$ cat src/rtl/arb_req_pkg.sv
// Shared types and helpers for the arbiter requester block.
// Latency: n/a (declarations only).
// Backpressure: n/a.
package arb_req_pkg;

  // Burst engine state: wait for a grant, stream beats, acknowledge.
  typedef enum logic [1:0] {
    ST_IDLE = 2'd0,
    ST_XFER = 2'd1,
    ST_ACK  = 2'd2
  } state_t;

  localparam int DEF_PORTS   = 4;
  localparam int DEF_LEN_W   = 4;
  localparam int DEF_TIMEOUT = 255;

  // Port index width; kept at least 1 so a degenerate config still elaborates.
  function automatic int port_w(input int ports);
    return (ports > 1) ? $clog2(ports) : 1;
  endfunction

  // LSB of port p's length field inside the packed s_len bus.
  function automatic int len_lsb(input int port, input int len_w);
    return port * len_w;
  endfunction

endpackage

$ cat src/rtl/arb_req_slot.sv
// Per-port command slot: one outstanding burst command, request generation,
// optional grant-wait watchdog (ARB_REQ_WATCHDOG_EN).
// Latency: request rises the cycle after s_valid&s_ready; s_ready rises the cycle after ack.
// Backpressure: s_ready is low while a command is pending, including the ack cycle.
// Ports:
//   clk, rst          clock, async active-high reset
//   s_valid/s_ready   command handshake; s_len latched on accept
//   ack               acknowledge for this slot; pending clears at this edge
//   take              engine accepted this slot's grant in IDLE (clears watchdog)
//   gnt_hit           grant_valid & grant[i] from the arbiter
//   request, len      pending flag and latched length to the engine
//   wdog_err          sticky grant-timeout flag (0 when watchdog not built)
module arb_req_slot
  import arb_req_pkg::*;
#(
  parameter int LEN_W   = DEF_LEN_W,
  parameter int TIMEOUT = DEF_TIMEOUT
) (
  input  logic             clk,
  input  logic             rst,
  input  logic             s_valid,
  output logic             s_ready,
  input  logic [LEN_W-1:0] s_len,
  input  logic             ack,
  input  logic             take,
  input  logic             gnt_hit,
  output logic             request,
  output logic [LEN_W-1:0] len,
  output logic             wdog_err
);

  localparam int CNT_W = (TIMEOUT > 0) ? $clog2(TIMEOUT + 1) : 1;
  localparam logic [CNT_W-1:0] CNT_MAX = CNT_W'(TIMEOUT);

  logic             pending_q, pending_d;
  logic [LEN_W-1:0] len_q, len_d;

  // Ready comes straight from the registered flag, so a command can never
  // slip in during the ack cycle while pending is still set.
  always_comb begin
    pending_d = pending_q;
    len_d     = len_q;
    if (ack) begin
      pending_d = 1'b0;
    end else if (s_valid && !pending_q) begin
      pending_d = 1'b1;
      len_d     = s_len;
    end
  end

  always_ff @(posedge clk or posedge rst) begin
    if (rst) begin
      pending_q <= 1'b0;
      len_q     <= '0;
    end else begin
      pending_q <= pending_d;
      len_q     <= len_d;
    end
  end

  assign s_ready = !pending_q;
  assign request = pending_q;
  assign len     = len_q;

`ifdef ARB_REQ_WATCHDOG_EN
  logic [CNT_W-1:0] cnt_q, cnt_d;
  logic             err_q, err_d;

  // Counts cycles spent requesting without holding the grant; saturates.
  always_comb begin
    cnt_d = cnt_q;
    err_d = err_q;
    if (take) begin
      cnt_d = '0;
    end else if (pending_q && !gnt_hit && (cnt_q != CNT_MAX)) begin
      cnt_d = cnt_q + 1'b1;
    end
    if (cnt_d == CNT_MAX) begin
      err_d = 1'b1;
    end
  end

  always_ff @(posedge clk or posedge rst) begin
    if (rst) begin
      cnt_q <= '0;
      err_q <= 1'b0;
    end else begin
      cnt_q <= cnt_d;
      err_q <= err_d;
    end
  end

  assign wdog_err = err_q;
`else
  logic unused_wdog;
  assign unused_wdog = ^{take, gnt_hit, CNT_MAX};
  assign wdog_err    = 1'b0;
`endif

endmodule

$ cat src/rtl/arb_requester.sv
// Requester end of an arbiter request/grant/acknowledge link: per-port burst
// commands, one shared beat channel, acknowledge on burst completion.
// Latency: grant seen at edge t -> first beat from t+1; ack one cycle after last beat.
// Backpressure: m_ready low stalls the burst with all m_* held; s_ready low while pending.
// Optional feature macro: ARB_REQ_WATCHDOG_EN (per-port grant-wait watchdog).
// Ports:
//   clk, rst                        clock, async active-high reset
//   s_valid/s_ready/s_len           per-port command (length-1 at [i*LEN_W +: LEN_W])
//   request/acknowledge             to arbiter
//   grant/grant_valid/grant_encoded from arbiter (sampled only in IDLE)
//   m_valid/m_ready/m_port/m_beat/m_last  shared beat channel
//   wdog_err                        sticky grant-timeout flags
module arb_requester
  import arb_req_pkg::*;
#(
  parameter  int PORTS   = DEF_PORTS,
  parameter  int LEN_W   = DEF_LEN_W,
  parameter  int TIMEOUT = DEF_TIMEOUT,
  localparam int PORT_W  = port_w(PORTS)
) (
  input  logic                   clk,
  input  logic                   rst,
  input  logic [PORTS-1:0]       s_valid,
  output logic [PORTS-1:0]       s_ready,
  input  logic [PORTS*LEN_W-1:0] s_len,
  output logic [PORTS-1:0]       request,
  output logic [PORTS-1:0]       acknowledge,
  input  logic [PORTS-1:0]       grant,
  input  logic                   grant_valid,
  input  logic [PORT_W-1:0]      grant_encoded,
  output logic                   m_valid,
  input  logic                   m_ready,
  output logic [PORT_W-1:0]      m_port,
  output logic [LEN_W-1:0]       m_beat,
  output logic                   m_last,
  output logic [PORTS-1:0]       wdog_err
);

  state_t            state_q, state_d;
  logic [PORT_W-1:0] port_q, port_d;
  logic [LEN_W-1:0]  beat_q, beat_d;

  logic [LEN_W-1:0]  len_arr [PORTS];
  logic [PORTS-1:0]  take_vec;
  logic [PORTS-1:0]  ack_vec;
  logic [LEN_W-1:0]  cur_len;
  logic              last_beat;

  for (genvar i = 0; i < PORTS; i++) begin : g_slot
    arb_req_slot #(
      .LEN_W   (LEN_W),
      .TIMEOUT (TIMEOUT)
    ) u_slot (
      .clk      (clk),
      .rst      (rst),
      .s_valid  (s_valid[i]),
      .s_ready  (s_ready[i]),
      .s_len    (s_len[len_lsb(i, LEN_W) +: LEN_W]),
      .ack      (ack_vec[i]),
      .take     (take_vec[i]),
      .gnt_hit  (grant_valid && grant[i]),
      .request  (request[i]),
      .len      (len_arr[i]),
      .wdog_err (wdog_err[i])
    );
  end

  // Length of the burst in flight, muxed by the latched port.
  always_comb begin
    cur_len = '0;
    for (int i = 0; i < PORTS; i++) begin
      if (port_q == PORT_W'(i)) begin
        cur_len = len_arr[i];
      end
    end
  end

  assign last_beat = (beat_q == cur_len);

  always_comb begin
    state_d  = state_q;
    port_d   = port_q;
    beat_d   = beat_q;
    take_vec = '0;
    ack_vec  = '0;
    case (state_q)
      ST_IDLE: begin
        // A grant for a port with nothing pending (e.g. a stale re-grant right
        // after our ack) is ignored.
        for (int i = 0; i < PORTS; i++) begin
          if (grant_valid && (grant_encoded == PORT_W'(i)) && request[i]) begin
            take_vec[i] = 1'b1;
            port_d      = grant_encoded;
            beat_d      = '0;
            state_d     = ST_XFER;
          end
        end
      end
      ST_XFER: begin
        if (m_ready) begin
          if (last_beat) begin
            state_d = ST_ACK;
          end else begin
            beat_d = beat_q + 1'b1;
          end
        end
      end
      ST_ACK: begin
        for (int i = 0; i < PORTS; i++) begin
          if (port_q == PORT_W'(i)) begin
            ack_vec[i] = 1'b1;
          end
        end
        state_d = ST_IDLE;
      end
      default: state_d = ST_IDLE;
    endcase
  end

  always_ff @(posedge clk or posedge rst) begin
    if (rst) begin
      state_q <= ST_IDLE;
      port_q  <= '0;
      beat_q  <= '0;
    end else begin
      state_q <= state_d;
      port_q  <= port_d;
      beat_q  <= beat_d;
    end
  end

  assign m_valid     = (state_q == ST_XFER);
  assign m_port      = m_valid ? port_q : '0;
  assign m_beat      = m_valid ? beat_q : '0;
  assign m_last      = m_valid && last_beat;
  assign acknowledge = ack_vec;

endmodule

$ cat config.mk
export PLATFORM = sky130hd
export DESIGN_NAME = arb_requester
export DESIGN_NICKNAME = d
export VERILOG_FILES = /design/src/rtl/arb_req_pkg.sv /design/src/rtl/arb_req_slot.sv /design/src/rtl/arb_requester.sv
export SDC_FILE = /design/constraint.sdc
export NUM_CORES = 1
export LEC_CHECK = 0
export CAP_MARGIN = 20
export CORE_MARGIN = 2
export CORE_UTILIZATION = 46
export DETAILED_ROUTE_END_ITERATION = 12
export GPL_TIMING_DRIVEN = 0
export PLACE_DENSITY = 0.9
export SETUP_SLACK_MARGIN = 0.3
export SLEW_MARGIN = 30
export SYNTH_ARGS = -nofsm -noshare
export SYNTH_HDL_FRONTEND = slang
export SYNTH_HIERARCHICAL = 1
export SYNTH_SLANG_ARGS = --single-unit
export TNS_END_PERCENT = 20
$ cat constraint.sdc
create_clock -name clk -period 2.3 [get_ports clk]
set_input_delay 0.46 -clock clk [delete_from_list [all_inputs] [get_ports clk]]
set_output_delay 0.46 -clock clk [all_outputs]
set_load 0.05 [all_outputs]
Met1 routing:
Cells faint in the background.
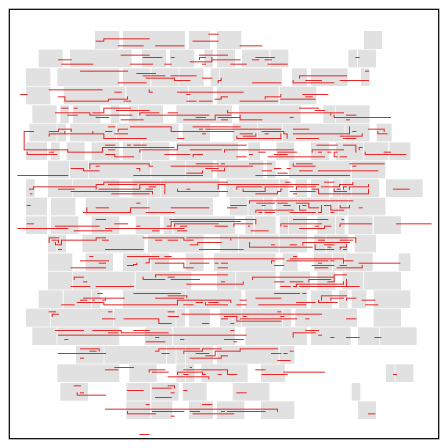
nets with wire on the layer: 185
wire length on this layer: 1540 µm
share of all routed wire: 38%
longest straight run: 27.6 µm
main direction: horizontal

==> impl_results.rst <==
Flow metrics
------------

.. list-table::
   :header-rows: 1

   * - Metric
     - Value
   * - Violated checks
     - negative setup slack
   * - Hold Violations, Final
     - 0
   * - Uppermost routed layer
     - met4
   * - Setup total negative slack
     - -0.298 ns
   * - Top-level port count
     - about 54
   * - Source of the critical timing path
     - port_q[0]$_DFFE_PP0P_
   * - Clock Latency Late Sink
     - roughly 0.33 ns
   * - Crit path launch type
     - register
   * - Crit path max fanout
     - 4
   * - Most instantiated logic cells after routing
     - sky130_fd_sc_hd__dfrtp_1 (27), sky130_fd_sc_hd__clkdlybuf4s50_1 (25), sky130_fd_sc_hd__mux2_2 (18)
   * - Pin count of the biggest net entering global routing
     - 16
   * - # DRC
     - 0
   * - Floorplan Nets
     - 171
   * - Worst Setup Slack, final
     - -0.298 ns
   * - TritonCTS clock tree
     - built
   * - Cell type taking the most area
     - multi-input combinational cells
   * - Post-route cell area
     - 0.00238 mm²
   * - Number of setup buffers added after CTS
     - 5
   * - Worst R2R End
     - beat_q[0]$_DFFE_PP0P_
   * - Number of pins exceeding their max-slew limit in the final report
     - 0
   * - Via count
     - about 1300
   * - Clock Root Buffer
     - sky130_fd_sc_hd__clkbuf_4
   * - H-tree depth reported by CTS
     - 1
   * - Worst reg2reg startpoint
     - port_q[0]$_DFFE_PP0P_
   * - Clkbuf count
     - 4
   * - NumNets Final
     - 229
   * - Average instance area after synthesis
     - 11.4 µm²
   * - Fp util
     - 0.478
   * - Detailed route wirelength on metal3
     - about 180 µm
   * - Max Clock Freq
     - 0.385 GHz
   * - End point of the critical path
     - m_last
   * - X dimension of the die
     - 62.9 µm
   * - Clock period minus final worst setup slack
     - around 2.6 ns
   * - Share of cell area taken by multi-input logic gates
     - 0.387
   * - Post-detail-place hpwl
     - roughly 2.8 mm
   * - Top Usage Layer GRT
     - met2
   * - Critical path data arrival time
     - 2.14 ns
   * - Tapcells inserted
     - 46
   * - Global-route total usage across every layer
     - 0.219
   * - M3 GR Usage
     - 0.0324
   * - Grt total ovfl
     - 0
   * - Final worst clock skew
     - between 0.005 and 0.006 ns
   * - Area of the multi-input gates
     - slightly above 900 µm²
   * - Post-synthesis cell count
     - 140
   * - Slew margin rel.
     - 0.642
   * - Reg2Reg Setup Slack
     - roughly 0.23 ns
   * - Logic inverters
     - 12
   * - Commonest non-fill, non-tap cell in the layout
     - sky130_fd_sc_hd__dfrtp_1
   * - GR Layer Usage met1
     - 0.252
   * - Wire length of the first global-routing pass
     - 6.71 mm
   * - Stage-log warning count
     - 33
   * - Final count of negative-setup-slack endpoints
     - 1
   * - Yosys warns
     - 6
   * - Buffering overhead
     - 0.259
   * - Status
     - finished with violations
   * - Total power consumption of the routed design
     - 3.23 mW
   * - Count of standard-cell rows
     - 21
   * - WP data required
     - 1.84 ns
M2 wires:
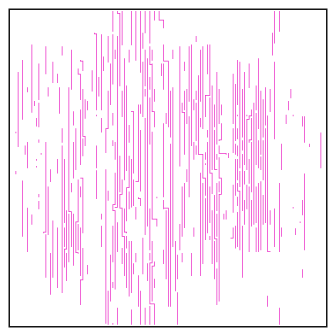
share of all routed wire: 56%
nets with wire on the layer: 212

registers in the layout, indices dropped and copies added (netlist names):
| register | count |
|---|---|
| g_slot.u_slot/len | 16 |
| beat_q | 4 |
| g_slot.u_slot/request | 4 |
| port_q | 2 |
| state_q | 2 |
critical path, stage by stage (launching register included):
cell	delay, ns
sky130_fd_sc_hd__dfrtp_2	0.45
sky130_fd_sc_hd__mux4_2	0.55
sky130_fd_sc_hd__xnor2_2	0.21
sky130_fd_sc_hd__o31ai_4	0.10
sky130_fd_sc_hd__or2_4	0.26
sky130_fd_sc_hd__nor2_4	0.08
sky130_fd_sc_hd__buf_6	0.16
power by group:
group	leakage (nW)	switching [mW]	internal, mW
sequential	0.327	0.203	0.700
combinational	0.719	1.05	1.04
clock	0.0210	0.141	0.0970
total	1.07	1.39	1.84
Power and IR drop assume default switching activity.
